===== src/rtl/stack_controller.sv =====
// Stack controller: sequences PUSH/POP against a shared data memory, owns the
// downward-growing stack pointer and reports overflow/underflow rejections.
module stack_controller #(
    parameter int DATA_W      = 16,
    parameter int STACK_TOP   = 64,
    parameter int STACK_LIMIT = 32,
    parameter int MEM_LATENCY = 1
) (
    input  logic              i_clock,
    input  logic              i_resetn,
    input  logic              i_push,
    input  logic              i_pop,
    input  logic [DATA_W-1:0] i_dIn,
    output logic [DATA_W-1:0] o_dOut,
    output logic [15:0]       o_sp,
    output logic [15:0]       o_depth,
    output logic [15:0]       o_memAddr,
    output logic              o_memWr,
    output logic [DATA_W-1:0] o_memDout,
    input  logic [DATA_W-1:0] i_memDin,
    output logic              o_busy,
    output logic              o_done,
    output logic              o_overflow,
    output logic              o_underflow
);

    localparam logic [15:0] SP_TOP   = 16'(STACK_TOP);
    localparam logic [15:0] SP_LIMIT = 16'(STACK_LIMIT);
    localparam int          CNT_W    = (MEM_LATENCY > 1) ? $clog2(MEM_LATENCY) : 1;
    localparam logic [CNT_W-1:0] LAT_LOAD = CNT_W'(MEM_LATENCY - 1);

    typedef enum logic [2:0] {
        S_IDLE,
        S_PUSH_DEC,
        S_PUSH_WR,
        S_POP_RD,
        S_POP_WAIT,
        S_POP_INC,
        S_DONE
    } state_t;

    state_t            r_state;
    logic [15:0]       r_sp;
    logic [DATA_W-1:0] r_dOut;
    logic [DATA_W-1:0] r_wrData;
    logic [CNT_W-1:0]  r_latCnt;
    logic              r_done;
    logic              r_overflow;
    logic              r_underflow;
    logic              r_pendOvf;
    logic              r_pendUnf;

    logic w_memPhase;

    // Rejected requests still pass through DONE so every Done pulse comes off the same edge.
    always_ff @(posedge i_clock) begin
        if (!i_resetn) begin
            r_state     <= S_IDLE;
            r_sp        <= SP_TOP;
            r_dOut      <= '0;
            r_wrData    <= '0;
            r_latCnt    <= '0;
            r_done      <= 1'b0;
            r_overflow  <= 1'b0;
            r_underflow <= 1'b0;
            r_pendOvf   <= 1'b0;
            r_pendUnf   <= 1'b0;
        end else begin
            r_done      <= 1'b0;
            r_overflow  <= 1'b0;
            r_underflow <= 1'b0;
            case (r_state)
                S_IDLE: begin
                    r_pendOvf <= 1'b0;
                    r_pendUnf <= 1'b0;
                    if (i_push && !i_pop) begin
                        if (r_sp == SP_LIMIT) begin
                            r_pendOvf <= 1'b1;
                            r_state   <= S_DONE;
                        end else begin
                            r_wrData <= i_dIn;
                            r_state  <= S_PUSH_DEC;
                        end
                    end else if (i_pop && !i_push) begin
                        if (r_sp == SP_TOP) begin
                            r_pendUnf <= 1'b1;
                            r_state   <= S_DONE;
                        end else begin
                            r_state <= S_POP_RD;
                        end
                    end
                end
                S_PUSH_DEC: begin
                    r_sp    <= r_sp - 16'd1;
                    r_state <= S_PUSH_WR;
                end
                S_PUSH_WR: begin
                    r_state <= S_DONE;
                end
                S_POP_RD: begin
                    r_latCnt <= LAT_LOAD;
                    r_state  <= S_POP_WAIT;
                end
                S_POP_WAIT: begin
                    if (r_latCnt == '0) begin
                        r_dOut  <= i_memDin;
                        r_state <= S_POP_INC;
                    end else begin
                        r_latCnt <= r_latCnt - 1'b1;
                    end
                end
                S_POP_INC: begin
                    r_sp    <= r_sp + 16'd1;
                    r_state <= S_DONE;
                end
                S_DONE: begin
                    r_done      <= 1'b1;
                    r_overflow  <= r_pendOvf;
                    r_underflow <= r_pendUnf;
                    r_state     <= S_IDLE;
                end
                default: begin
                    r_state <= S_IDLE;
                end
            endcase
        end
    end

    assign w_memPhase = (r_state == S_PUSH_WR) || (r_state == S_POP_RD) || (r_state == S_POP_WAIT);

    // Write enable is gated by reset so an aborted push never reaches memory.
    assign o_memWr     = (r_state == S_PUSH_WR) && i_resetn;
    assign o_memAddr   = w_memPhase ? r_sp : 16'd0;
    assign o_memDout   = r_wrData;
    assign o_dOut      = r_dOut;
    assign o_sp        = r_sp;
    assign o_depth     = SP_TOP - r_sp;
    assign o_busy      = (r_state != S_IDLE);
    assign o_done      = r_done;
    assign o_overflow  = r_overflow;
    assign o_underflow = r_underflow;

endmodule


===== config.mk =====
export PLATFORM = sky130hd
export DESIGN_NAME = stack_controller
export DESIGN_NICKNAME = d
export VERILOG_FILES = /design/src/rtl/stack_controller.sv
export SDC_FILE = /design/constraint.sdc
export NUM_CORES = 1
export LEC_CHECK = 0
export ABC_AREA = 1
export CORE_UTILIZATION = 46
export DETAILED_ROUTE_END_ITERATION = 16
export PLACE_DENSITY = 0.87
export SETUP_SLACK_MARGIN = 0.3
export SLEW_MARGIN = 20
export SYNTH_ARGS = -nofsm -noshare
export SYNTH_HDL_FRONTEND = slang
export SYNTH_SLANG_ARGS = --single-unit

===== constraint.sdc =====
create_clock -name i_clock -period 2.7 [get_ports i_clock]
set_input_delay 0.27 -clock i_clock [delete_from_list [all_inputs] [get_ports i_clock]]
set_output_delay 0.27 -clock i_clock [all_outputs]
set_load 0.01 [all_outputs]

==> results.sh <==
# source this file to load flow results
export IMPL_xor_share=0.0367
export IMPL_status="finished, final reports clean"
export IMPL_hpwl_mm=7.80
export IMPL_top_layer="met4"
export IMPL_avgSynthCellArea_um2=6.72
export IMPL_num_rows=31
export IMPL_drt_wirelength_per_cell_um=13.9
export IMPL_finalHoldViolCount=0
export IMPL_whs_endpoint="o_memDout[3]$_SDFFE_PN0P_"
export IMPL_busiest_layer="met2"
export IMPL_wl_met2_mm=5.13
export IMPL_num_tap_cells=99
export IMPL_fin_ws_ns=0.390
export IMPL_yosysWarnings=0
export IMPL_top_area_cell_class="combinational gates"
export IMPL_period_used=0.856
export IMPL_cp_arrival_ns=2.04
export IMPL_routedLengthMet1_mm=4.35
export IMPL_htreeDepth=2
export IMPL_rsz0062_at_grt="false"
export IMPL_drive_gt1_frac=0.120
export IMPL_io_pins=121
export IMPL_timing_fmax_mhz=433
export IMPL_inverters=78
export IMPL_yosysTopAreaCell="dfxtp_1"
export IMPL_met2_usage=0.457
export IMPL_n_antenna_cell=0
export IMPL_setup_viol=0
export IMPL_end_kind="primary output"
export IMPL_internal_power_w=0.00318
export IMPL_vias=3926
export IMPL_combPwrFrac=0.715
export IMPL_crit_chain="nor2_1 -> inv_2 -> nor2_4 -> nor2_4 -> buf_4 -> nor2_1 -> clkdlybuf4s50_1"
export IMPL_cpLargestDelayFamily="buffers and inverters"
export IMPL_ir_drop_uv=733
export IMPL_final_cell_mix="nand2_1 (110), clkdlybuf4s50_1 (110), nor2_1 (65), inv_1 (63), dfxtp_1 (51)"
export IMPL_mux_share=0
export IMPL_setup_worst_path_class="register to primary output"
export IMPL_drt_iter0_markers=268
export IMPL_area_growth_pct=41.1
export IMPL_crit_end="o_memAddr[15]"
export IMPL_clk_path_buf_depth=2
export IMPL_swShare=0.492
==> metrics by stage <==
step	hold WS [ns]	utilization	instances	power (W)	area (um2)
after floorplan	0.405	-	532	0.00393	3580
after global placement	0.448	0.662	743	0.00558	4880
after detailed placement	0.454	0.662	743	0.00570	4880
after CTS	0.470	0.680	754	0.00618	5010
after global routing	0.492	0.685	755	0.00680	5050
final	0.472	0.685	755	0.00626	5050
==> synthesized netlist by cell type, types with 3 or more instances <==
library cell  instances
nor2_1               67
inv_1                66
a21oi_1              33
or2_2                 3
nand2_1             112
nand2_2              11
inv_2                10
o211ai_1              3
clkbuf_1              8
ha_1                 19
o21ai_0              29
nand4_1              23
nand3_1              28
a21oi_2              11
buf_2                 5
nor2_4                4
nor3_1                9
dfxtp_1              56
xor2_1               13
Clock nets:
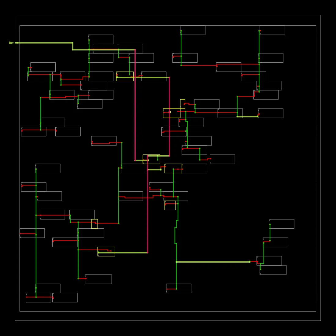
P_clk: 0.000472 W
# clk buffers: 6
Clock Sink Count: 56
CTS buffer count: 5
number of sequential cells: 56

Routed metal per tile:
18 x 18 tiles, from white (low) to dark blue (high), scaled to the fullest tile. Values are wire area over tile area, all layers added.
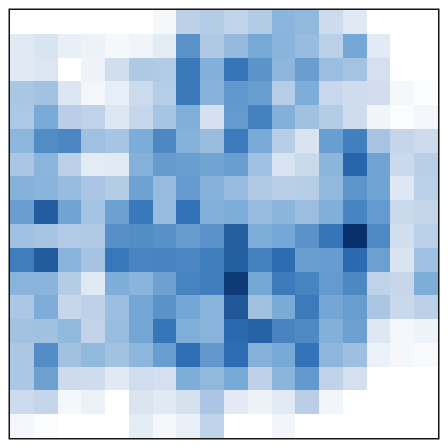
nearly empty tiles: 11%
tiles over half the peak: 29%
densest ninth of the die: center

Ports around the boundary:
Bar = 20 um. Pins as bars across the die edge, other pins in gray.
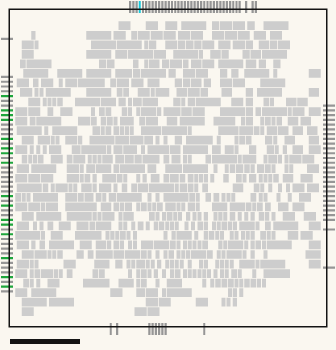
| port | color | pins | direction | edge |
|---|---|---|---|---|
| o_dOut | green | 16 | output | west |
| o_underflow | cyan | 1 | output | north |
all pins by edge: 47 west, 38 north, 27 east, 9 south

Gate families picked out:
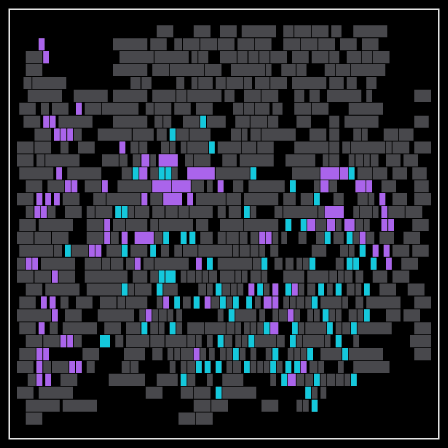
| family | color | cells |
|---|---|---|
| inv cells | cyan | 78 |
| nor cells | purple | 84 |

Close-up of the layout:
Bar = 5 um. Region (35, 53) to (55, 73) um. Cells in gray, sequential cells in the stronger gray; small squares are vias.
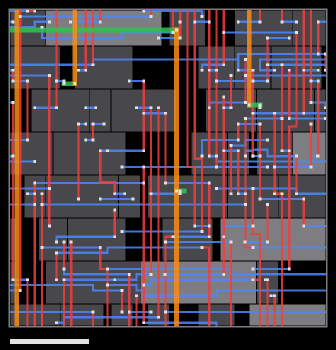
| layer | color |
|---|---|
| M3 | green |
| M1 | blue |
| M2 | red |
| M4 | orange |
most frequent: clkdlybuf4s50_1 (8)
cells with their middle in the window: 39
netlist names of flops here include: o_memDout (3), o_sp (1)
sequential cells in the window: 4

No activity file was given, so power comes from the tool's default toggle rates.
